run_1/floorplan.png
Scale: 3 px per um. Pins as bars on the die edge.
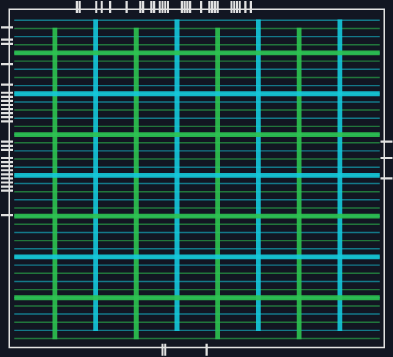
run_1/class_map.png
Scale: 2 px per um. Fill, decap, tap and diode cells in grey.
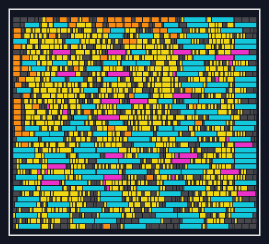
run_1/clock_wires.png
Scale: 4 px per um.
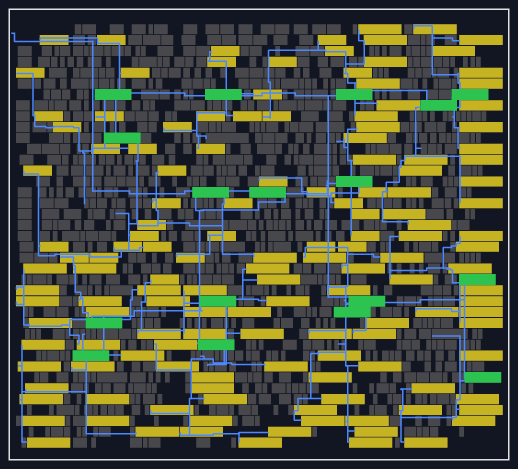
Design date_programmer_flat, sky130hd; sources not shown.
==> notes.md, run 1 <==
yosys + openroad results -> I/O Buffers=60, hold_ws=0.339 ns, area post-placement=0.00968 mm^2, Ports=61, chip footprint=0.0140 mm^2, P_clk=0.864 mW, Synth mux share=0.854%, Reg clk slew, reported paths=0.06 ns, arrival time at the worst endpoint=3.48 ns, P&R area growth vs syn=18.5%, GRT Residual Overflow=0, Worst Max-Slew Pin Slew=0.870 ns, crit path kind=in2reg, Reg2Reg Depth=13, post-route minimum period=3.44 ns, num rows=39, antenna cell count=0, GPL Wtd Cong=0.913, dpl ws=3.28 ns, postcts setup bufs=0, XOR Share, Synth=9.53%, Power, Total=2.17 mW, Comb group=0.314 mW, # DRC=0, sequential power share=45.7%, met2 wire len=8.81 mm, final core utilization=79.2%, post-synth top area cell=edfxtp_1, Setup crit start kind=primary input, hold-critical path depth=1, switching power=0.577 mW, DP HPWL=12.8 mm, RSZ-0062 raised after global routing=false, Post-Syn Instances=933, met2 global-route usage=44.4%, Seq cells post-synth=143, status=finished clean, Pleak=3.79 nW
Notes on floorplan.png above:
legend:
  cyan:
    net: VDD
  green:
    net: VSS
met4 straps: 8
met5 straps: 7
rows: 39
signal pins: 61
met1 rails: 40
Die W: 124 um
Peak VDD IR: 0.000190 V
Core ar.: 0.0129 mm^2
Die H: 112 um

Notes on class_map.png above:
legend:
  cyan:
    class: registers
    cells: 143
  orange:
    class: remaining buffers and delay cells
    cells: 62
  yellow:
    class: remaining logic cells
    cells: 851
  magenta:
    class: clock drivers and dummy loads
    cells: 32
Seq area share: 37.7%
final instance area: 0.0102 mm^2

Notes on clock_wires.png above:
legend:
  yellow:
    item: flip-flops
    count: 143
  blue:
    item: clock wires
    length: 1790 um
  green:
    item: clock-net drivers
    count: 17
flops lie: spread over the die
Worst-Skew Late Latency: 0.43 ns
Clock power frac: 39.8%

-- run 1: synthesized netlist by cell type, types with 4 or more instances --
master,number
and4_1,4
a211oi_1,6
nand2_1,80
nand3_1,53
nand4_1,12
o211ai_1,6
inv_1,33
or3_1,11
nand2b_1,11
a21oi_1,27
nor3b_1,5
a221oi_1,4
dfxtp_1,43
o21ai_0,26
nor3_1,27
o31ai_1,12
nor4_1,7
and2_1,10
nor2b_1,19
clkbuf_1,32
mux2i_1,4
nor2_1,152
a311oi_1,7
ha_1,31
and3_1,28
edfxtp_1,100
xor2_1,57
xnor2_1,37
o32ai_1,8
-- run 1: area by class of cell --
type                    count  area, um^2
multi-input cells         817        4870
flip-flops and latches    143        3860
fillers                   889        2690
repair buffers             62         611
clock buffers              24         473
well taps                 164         205
inverters                  34         128
clock inverters             8        90.1
run_1/layers.png
Scale: 3 px per um. Two of the layers only.
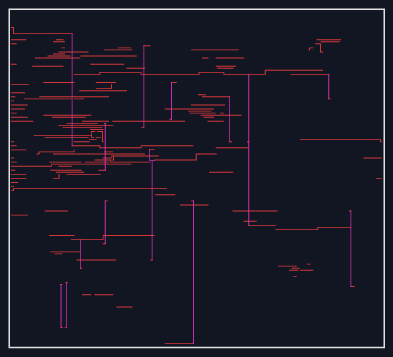

==> run 2: changes to the inputs <==
- CORE_UTILIZATION: 64 -> 54
- PLACE_DENSITY: 0.86 -> 0.77
- clock period: 7.1 -> 3 ns (I/O delays scaled with it)
run_2/layers.png
Scale: 3 px per um. Two of the layers only.
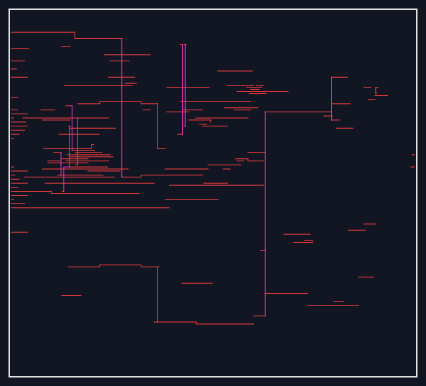
legend:
  red:
    layer: M3
    wire_length: 1120 um
  magenta:
    layer: M4
    wire_length: 281 um
gr usage total: 23.7%
per-cell routed wire length: 13.9 um

run_2/clock_wires.png
Scale: 4 px per um.
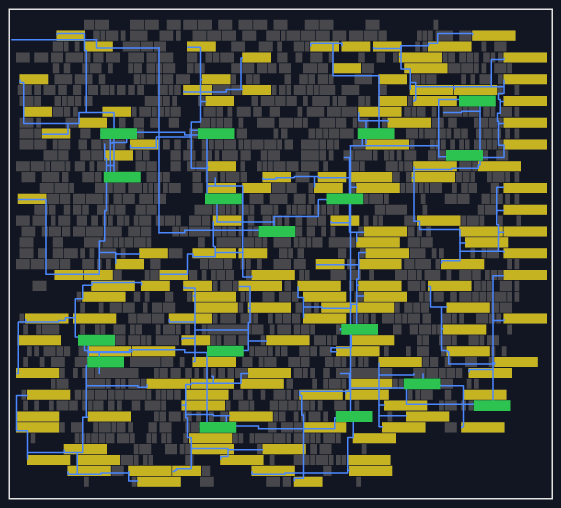
legend:
  blue:
    item: clock wires
    length: 1850 um
  yellow:
    item: flip-flops
    count: 143
  green:
    item: clock-net drivers
    count: 17
flops lie: spread over the die
P_clk: 2.20 mW
Clock power frac: 41.3%

run_2/class_map.png
Scale: 2 px per um. Fill, decap, tap and diode cells in grey.
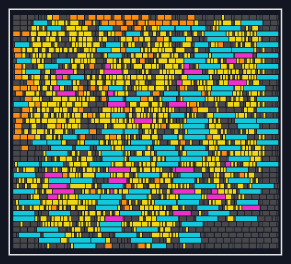
legend:
  magenta:
    class: clock drivers and dummy loads
    cells: 32
  orange:
    class: remaining buffers and delay cells
    cells: 93
  yellow:
    class: remaining logic cells
    cells: 851
  cyan:
    class: registers
    cells: 143
final instance area: 0.0106 mm^2
final core utilization: 68.2%
num rows: 43
Core ar.: 0.0155 mm^2

==> run 2 against run 1 <==
First-iteration DRC count shrank 26%; area after synthesis is the same; synthesized cell count did not move; final area increased by 3.6%; worst hold slack got worse by 0.074 ns; critical endpoint is now u_core.bus.direccion_actual_pantalla[3]$_SDFFE_PP0P_; highest routed layer unchanged.
==> notes.md, run 2 <==
yosys + openroad results -> arrival time at the worst endpoint=3.00 ns (was 3.48 ns), GPL Wtd Cong=0.865 (was 0.913), Ports=61 (unchanged), postcts setup bufs=0 (unchanged), antenna cell count=0 (unchanged), sequential power share=43.9% (was 45.7%), Commonest cells post-synth=152 x nor2_1, 100 x edfxtp_1, 80 x nand2_1 (unchanged), chip footprint=0.0165 mm^2 (was 0.0140 mm^2), hold-critical path depth=2 (was 1), post-synth top area cell=edfxtp_1 (unchanged), Die W=135 um (was 124 um), status=finished clean (unchanged), RSZ-0062 raised after global routing=false (unchanged), Die H=122 um (was 112 um), dpl ws=0.0402 ns (was 3.28 ns), met2 wire len=8.39 mm (was 8.81 mm), Reg2Reg Depth=13 (unchanged), area post-placement=0.00996 mm^2 (was 0.00968 mm^2), I/O Buffers=60 (unchanged), Reg clk slew, reported paths=0.06 ns (about the same), Peak VDD IR=0.000415 V (was 0.000190 V), Reg2Reg Setup Slack=0.19 ns (was 3.76 ns), Setup crit start kind=register (was primary input), P&R area growth vs syn=22.7% (was 18.5%), crit path kind=reg2reg (was in2reg), Post-Syn Instances=933 (unchanged), hold_ws=0.265 ns (was 0.339 ns), Comb group=0.786 mW (was 0.314 mW), post-route minimum period=2.81 ns, # DRC=0 (unchanged), Pleak=3.95 nW (was 3.79 nW), met2 global-route usage=37.5% (was 44.4%), Worst Max-Slew Pin Slew=0.635 ns (was 0.870 ns), Worst-Skew Late Latency=0.43 ns (about the same), top-count cell post-synth=nor2_1 (unchanged), Power, Total=5.31 mW (was 2.17 mW), switching power=1.43 mW (was 0.577 mW)
## run 2: cell counts after synthesis
No cell type changed its count.
## run 2: cells by family (layout without fill, tap and decap cells)
| group | count (synthesis) | after routing | synth area share [%] |
|---|---|---|---|
| compound gates | 140 | 140 | 11.5 |
| flops | 143 | 143 | 44.7 |
| buf+inv | 72 | 159 | 3.24 |
| mux | 7 | 7 | 0.854 |
| xor+xnor | 94 | 94 | 9.53 |
| fa+ha+maj | 32 | 32 | 4.60 |
| simple gates | 444 | 444 | 25.5 |
| other cells | 1 | 100 | 0.0434 |
## run 2: cell type report
type,instances,area (um^2)
clock buffers,20,457
fillers,1213,4940
well taps,202,253
inverters,34,128
flip-flops and latches,143,3860
repair buffers,93,843
multi-input cells,817,4900
clock inverters,12,159
Power and IR drop assume default switching activity.
